`config.mk`:
```
export PLATFORM = sky130hd
export DESIGN_NAME = rx_uart
export DESIGN_NICKNAME = d
export VERILOG_FILES = /design/src/rtl/rx_uart_pkg.sv /design/src/rtl/rx_uart_sync.sv /design/src/rtl/rx_uart.sv
export SDC_FILE = /design/constraint.sdc
export NUM_CORES = 1
export LEC_CHECK = 0
export CAP_MARGIN = 15
export CORE_MARGIN = 10
export CORE_UTILIZATION = 25
export DETAILED_ROUTE_END_ITERATION = 10
export GPL_TIMING_DRIVEN = 1
export SYNTH_ARGS = -nofsm -noshare
export SYNTH_HDL_FRONTEND = slang
export SYNTH_SLANG_ARGS = --single-unit
```
`constraint.sdc`:
```
create_clock -name i_clk -period 3.3 [get_ports i_clk]
set_input_delay 0.66 -clock i_clk [delete_from_list [all_inputs] [get_ports i_clk]]
set_output_delay 0.66 -clock i_clk [all_outputs]
set_load 0.01 [all_outputs]
```
`src/rtl/rx_uart_pkg.sv`:
```
// Shared definitions for the UART receiver: FSM states, setup-word layout, break multiple.
// Latency: n/a (types, constants and pure functions only).
// Backpressure: n/a.
package rx_uart_pkg;

    typedef enum logic [2:0] {
        ST_IDLE,
        ST_START,
        ST_DATA,
        ST_PARITY,
        ST_STOP1,
        ST_STOP2
    } rx_state_t;

    // Bit positions inside the 30-bit setup word
    localparam int SETUP_W        = 30;
    localparam int SETUP_BITS_HI  = 29;
    localparam int SETUP_BITS_LO  = 28;
    localparam int SETUP_TWO_STOP = 27;
    localparam int SETUP_PAR_EN   = 26;
    localparam int SETUP_PAR_FIX  = 25;
    localparam int SETUP_PAR_POL  = 24;
    localparam int SETUP_CPB_HI   = 23;
    localparam int CPB_W          = 24;

    // Line must stay low this many bit times before it is called a break
    localparam int BREAK_MULT = 12;

    // Word length from the two-bit selector: 00=8, 01=7, 10=6, 11=5
    function automatic logic [3:0] data_bits(input logic [1:0] sel);
        return 4'd8 - {2'b00, sel};
    endfunction

    // The half-bit offset needs at least two clocks per baud to be meaningful
    function automatic logic [CPB_W-1:0] clamp_cpb(input logic [CPB_W-1:0] cpb);
        return (cpb < 24'd2) ? 24'd2 : cpb;
    endfunction

endpackage

```
`src/rtl/rx_uart_sync.sv`:
```
// Multi-flop synchronizer bringing the asynchronous serial line into the i_clk domain.
// Latency: SYNC_STAGES cycles from i_d to o_q.
// Backpressure: none; free-running shift chain, reset to idle-high.
module rx_uart_sync #(
    parameter int SYNC_STAGES = 2
) (
    input  logic i_clk,
    input  logic i_reset,
    input  logic i_d,
    output logic o_q
);

    logic [SYNC_STAGES-1:0] sync_q;

    // Shift the line through the chain; reset to 1 so a held-low line never looks like a start bit
    always_ff @(posedge i_clk) begin
        if (i_reset) begin
            sync_q <= '1;
        end else begin
            sync_q <= {sync_q[SYNC_STAGES-2:0], i_d};
        end
    end

    assign o_q = sync_q[SYNC_STAGES-1];

endmodule

```
`src/rtl/rx_uart.sv`:
```
// UART receiver: mid-bit sampling, 5..8 data bits, optional parity, 1/2 stops; break detect with RX_UART_BREAK_EN.
// Latency: o_wr one cycle after the last stop-bit sample (sample points are S+CPB/2+n*CPB).
// Backpressure: none; o_wr is a one-cycle strobe, results hold until the next strobe.
module rx_uart
    import rx_uart_pkg::*;
#(
    parameter int SYNC_STAGES = 2
) (
    input  logic        i_clk,
    input  logic        i_reset,
    input  logic [29:0] i_setup,
    input  logic        i_uart,
    output logic        o_wr,
    output logic [7:0]  o_data,
    output logic        o_break,
    output logic        o_parity_err,
    output logic        o_frame_err,
    output logic        o_ck_uart
);

    // Offsets of the latched mode bits (setup[29:24] stored as mode_q[5:0])
    localparam int M_BITS_HI  = SETUP_BITS_HI  - SETUP_PAR_POL;
    localparam int M_BITS_LO  = SETUP_BITS_LO  - SETUP_PAR_POL;
    localparam int M_TWO_STOP = SETUP_TWO_STOP - SETUP_PAR_POL;
    localparam int M_PAR_EN   = SETUP_PAR_EN   - SETUP_PAR_POL;
    localparam int M_PAR_FIX  = SETUP_PAR_FIX  - SETUP_PAR_POL;
    localparam int M_PAR_POL  = 0;

    logic ck;

    rx_uart_sync #(.SYNC_STAGES(SYNC_STAGES)) u_sync (
        .i_clk   (i_clk),
        .i_reset (i_reset),
        .i_d     (i_uart),
        .o_q     (ck)
    );

    assign o_ck_uart = ck;

    rx_state_t         state_q, state_d;
    logic [5:0]        mode_q;
    logic [CPB_W-1:0]  cpb_q;
    logic [CPB_W-1:0]  baud_cnt;
    logic [CPB_W-1:0]  cpb_in;
    logic [2:0]        bit_idx;
    logic [7:0]        data_q;
    logic              par_acc;
    logic              par_bit_q;
    logic              ferr_acc;
    logic              armed_q;

    logic tick, last_data, two_stop, par_en, perr_calc;
    logic start_frame, glitch, sample_data, sample_par, sample_stop, frame_done;

    assign cpb_in    = clamp_cpb(i_setup[SETUP_CPB_HI:0]);
    assign tick      = (baud_cnt == '0);
    assign two_stop  = mode_q[M_TWO_STOP];
    assign par_en    = mode_q[M_PAR_EN];
    assign last_data = ({1'b0, bit_idx} == (data_bits(mode_q[M_BITS_HI:M_BITS_LO]) - 4'd1));

    // par_acc holds the XOR of data and parity bits: 1 means an odd number of ones
    assign perr_calc = par_en & (mode_q[M_PAR_FIX] ? (par_bit_q != mode_q[M_PAR_POL])
                                                   : (mode_q[M_PAR_POL] ? par_acc : ~par_acc));

    // State register
    always_ff @(posedge i_clk) begin
        if (i_reset) begin
            state_q <= ST_IDLE;
        end else begin
            state_q <= state_d;
        end
    end

    // Next-state: advance one field per baud tick
    always_comb begin
        state_d = state_q;
        case (state_q)
            ST_IDLE:   if (armed_q && !ck) state_d = ST_START;
            ST_START:  if (tick) state_d = ck ? ST_IDLE : ST_DATA;
            ST_DATA:   if (tick && last_data) state_d = par_en ? ST_PARITY : ST_STOP1;
            ST_PARITY: if (tick) state_d = ST_STOP1;
            ST_STOP1:  if (tick) state_d = two_stop ? ST_STOP2 : ST_IDLE;
            ST_STOP2:  if (tick) state_d = ST_IDLE;
            default:   state_d = ST_IDLE;
        endcase
    end

    // Output decode: which sample or frame event happens this cycle
    always_comb begin
        start_frame = 1'b0;
        glitch      = 1'b0;
        sample_data = 1'b0;
        sample_par  = 1'b0;
        sample_stop = 1'b0;
        frame_done  = 1'b0;
        case (state_q)
            ST_IDLE:   start_frame = armed_q & ~ck;
            ST_START:  glitch      = tick & ck;
            ST_DATA:   sample_data = tick;
            ST_PARITY: sample_par  = tick;
            ST_STOP1: begin
                sample_stop = tick;
                frame_done  = tick & ~two_stop;
            end
            ST_STOP2: begin
                sample_stop = tick;
                frame_done  = tick;
            end
            default: ;
        endcase
    end

    // Datapath: baud counter, bit capture, error accumulation, result registers, arming
    always_ff @(posedge i_clk) begin
        if (i_reset) begin
            mode_q       <= '0;
            cpb_q        <= 24'd2;
            baud_cnt     <= '0;
            bit_idx      <= '0;
            data_q       <= '0;
            par_acc      <= 1'b0;
            par_bit_q    <= 1'b0;
            ferr_acc     <= 1'b0;
            armed_q      <= 1'b0;
            o_wr         <= 1'b0;
            o_data       <= '0;
            o_parity_err <= 1'b0;
            o_frame_err  <= 1'b0;
        end else begin
            o_wr <= frame_done;

            if (start_frame) begin
                // Freeze the frame format; first tick lands half a bit in
                mode_q    <= i_setup[SETUP_BITS_HI:SETUP_PAR_POL];
                cpb_q     <= cpb_in;
                baud_cnt  <= (cpb_in >> 1) - 24'd1;
                bit_idx   <= '0;
                data_q    <= '0;
                par_acc   <= 1'b0;
                par_bit_q <= 1'b0;
                ferr_acc  <= 1'b0;
                armed_q   <= 1'b0;
            end else if (state_q != ST_IDLE) begin
                // Reload on the tick so the counter never wraps
                baud_cnt <= tick ? (cpb_q - 24'd1) : (baud_cnt - 24'd1);
            end else if (ck) begin
                armed_q <= 1'b1;
            end

            if (glitch) begin
                armed_q <= 1'b1;
            end

            if (sample_data) begin
                data_q[bit_idx] <= ck;
                bit_idx         <= bit_idx + 3'd1;
                par_acc         <= par_acc ^ ck;
            end

            if (sample_par) begin
                par_bit_q <= ck;
                par_acc   <= par_acc ^ ck;
            end

            if (sample_stop && !ck) begin
                ferr_acc <= 1'b1;
            end

            if (frame_done) begin
                o_data       <= data_q;
                o_parity_err <= perr_calc;
                o_frame_err  <= ferr_acc | ~ck;
                // A low final stop (framing error or break) must see the line high before the next start
                armed_q      <= ck;
            end
        end
    end

`ifdef RX_UART_BREAK_EN
    logic [27:0] low_cnt;
    logic [27:0] brk_thr;

    assign brk_thr = {4'd0, cpb_q} * 28'(BREAK_MULT);

    // Count consecutive low cycles; flag a break once the count reaches BREAK_MULT bit times
    always_ff @(posedge i_clk) begin
        if (i_reset) begin
            low_cnt <= '0;
            o_break <= 1'b0;
        end else if (ck) begin
            low_cnt <= '0;
            o_break <= 1'b0;
        end else begin
            if (low_cnt != '1) begin
                low_cnt <= low_cnt + 28'd1;
            end
            if (low_cnt >= (brk_thr - 28'd1)) begin
                o_break <= 1'b1;
            end
        end
    end
`else
    assign o_break = 1'b0;
`endif

endmodule

```
==> flow_summary.toml, run 1 <==
# generated from flow reports
[run]
cap_violations = 0

[placement]
place_congestion = 0.8919

[final_layout]
final_util = 0.3284
largest_class = "logic gates"
bufAreaShareNonClock = 0.1318
drive_above_1_share = 0.1067
clockBufferCount = 11
num-nonclk-buffers = 79
instances_no_fill = 820
top_regs = "baud_cnt (24), cpb_q (24)"
design_area_um2 = 5485
ff_latch_area_um2 = 1702
nMultiInputCombCells = 411

[synthesis]
ys_top_logic_family = "simple AND/OR/NAND/NOR gates"
synth_nets = 580
synth_stat.cells = 545
yosysChipArea_um2 = 4290
top_cells_by_count = "dfxtp_1 (85), nand2_1 (78), nor2_1 (59)"
ys_sh_aoi = 0.2170
yosysTopAreaCellShare = 0.3966
mux_area_frac = 0.02333
top_cell = "dfxtp_1"
yosysTopAreaCell = "dfxtp_1"
syn_inst = 545
simple_gate_area_frac = 0.2639

[global_routing]
grt_pass1_vias = 4004
antenna_found_initial = 0
grt_pass1_wl_um = 20200
gr-total-overflow = 0
grt_max_degree = 44

[status]
status = "finished, final reports clean"

[clocking]
cts_sinks = 85
cts_tree = "built"
clockRootBuffer = "clkbuf_16"
cts_max_level = 3
clockBufferDepth = 2

[sta]
fin_crit_sh = 0.9235
fin_setup_tns_ps = 0
finalWorstSetupSlack_ps = 252.4
setup_viol = 0
timing.hold.ws_ps = 416.0
worst-slew-pin-transition_ps = 865.0

[drt]
drc = 0
via_count = 4029
dr_wl_met2_um = 5403
routed_wl_um = 12350
top_layer = "met4"
drtIter0Drc = 309
drt-met1-wl_um = 6143
wl_met3_um = 698

[die]
num_rows = 47
die-area_um2 = 22800
die_w_um = 151
fp-utilization = 0.2569

[worst_setup_path]
crit_start = "state_q[1]"
critPathRequiredTime_ps = 3560
crit_arrival_ps = 3310
reg2reg_slack_ps = 250
critPathKind = "reg2reg"
r2r-end = "baud_cnt[22]"
slowest_delay_ps = 580

[worst_hold_path]
worstHoldStart = "u_sync.sync_q[0]"
worstHoldEndpoint = "u_sync.sync_q[1]"

[power]
power_w = 0.004166
p_clk_frac = 0.287
p_per_area_nw_per_um2 = 759.5
leakagePower_nw = 1.854
comb_power_share = 0.418
p_seq_w = 0.00123
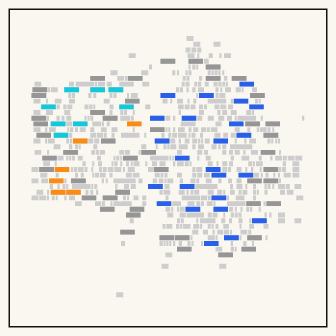
Run 1: where the registers sit
Key: orange = `mode_q` [flops 6, where left middle]; cyan = `data_q` [flops 8]; blue = `baud_cnt` [flops 24]
Another 47 sequential cells are not coloured.

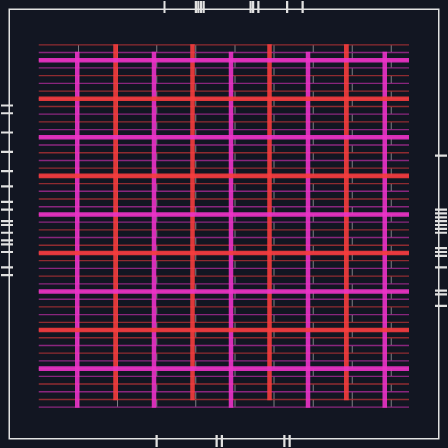
Run 1: supply network
Pins as bars on the die edge. Tap cells in grey.
Key: magenta = VSS; red = VDD
9 straps on met4. 48 met1 rails follow the rows. 46 signal pins sit on the boundary. 220 tap cells. The core has 47 rows.

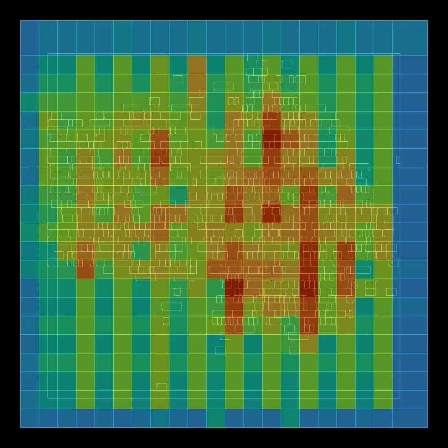
Run 1: routing congestion map
layer with the highest usage: met2
met2 Usage GRT: 0.1648
met3 usage in global routing: 0.03669

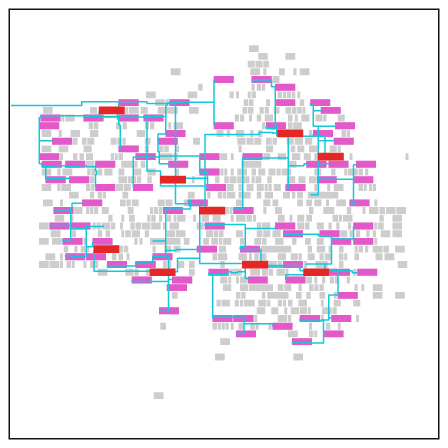
Run 1: clock network drawn from the DEF
Key: red = clock drivers [count 9]; cyan = clock wires [length 1,250 um]; magenta = flip-flops [count 85]
There are 10 routed clock nets.
worst clock skew: 7.443 ps
clock group total power: 0.00120 W

## Run 2: what changed since run 1
Settings changed: GPL_ROUTABILITY_DRIVEN set to 0.
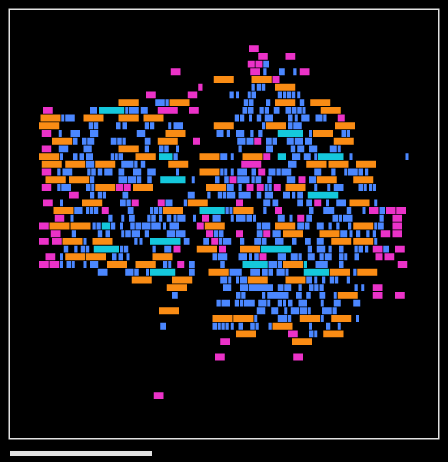
Run 2: cells coloured by class
Bar = 50 um.
Key: orange = sequential cells [cells 85, share of their area 33%]; magenta = remaining buffers and delay cells [cells 79, share of their area 14%]; cyan = clock drivers and dummy loads [cells 16, share of their area 6.7%]; blue = combinational and other logic [cells 420, share of their area 47%]

==> run 2 against run 1 <==
Effect of this change: combinational power about the same; critical path type unchanged; sequential share of layout area unchanged; cell area unchanged; highest routed layer unchanged.
==> flow_summary.toml, run 2 <==
# generated from flow reports
[status]
status = "finished, final reports clean"

[synthesis]
simple_gate_area_frac = 0.2639
ys_sh_aoi = 0.2170
mux_area_frac = 0.02333
ys_top_logic_family = "simple AND/OR/NAND/NOR gates"
top_cells_by_count = "dfxtp_1 (85), nand2_1 (78), nor2_1 (59)"

[clocking]
cts_sinks = 85
clockBufferDepth = 2
cts_max_level = 3

[worst_hold_path]
worstHoldStart = "u_sync.sync_q[0]"
worstHoldEndpoint = "u_sync.sync_q[1]"

[power]
p_clk_frac = 0.287
p_per_area_nw_per_um2 = 759.5
comb_power_share = 0.418

[global_routing]
grt_pass1_wl_um = 20200
grt_max_degree = 44
use_met2 = 0.1648
grt_pass1_vias = 4004

[worst_setup_path]
critPathRequiredTime_ps = 3560
reg2reg_slack_ps = 250
crit_arrival_ps = 3310

[sta]
worst-slew-pin-transition_ps = 865.0
fin_crit_sh = 0.9235
finalWorstSetupSlack_ps = 252.4
finClkSkew_ps = 7.443

[final_layout]
design_area_um2 = 5485
largest_class = "logic gates"
bufAreaShareNonClock = 0.1318
ff_latch_area_um2 = 1702
clockBufferCount = 11

[drt]
drt-met1-wl_um = 6143
routed_wl_um = 12350

[die]
die_w_um = 151
num_rows = 47

[run]
cap_violations = 0
No activity file was given, so power comes from the tool's default toggle rates.
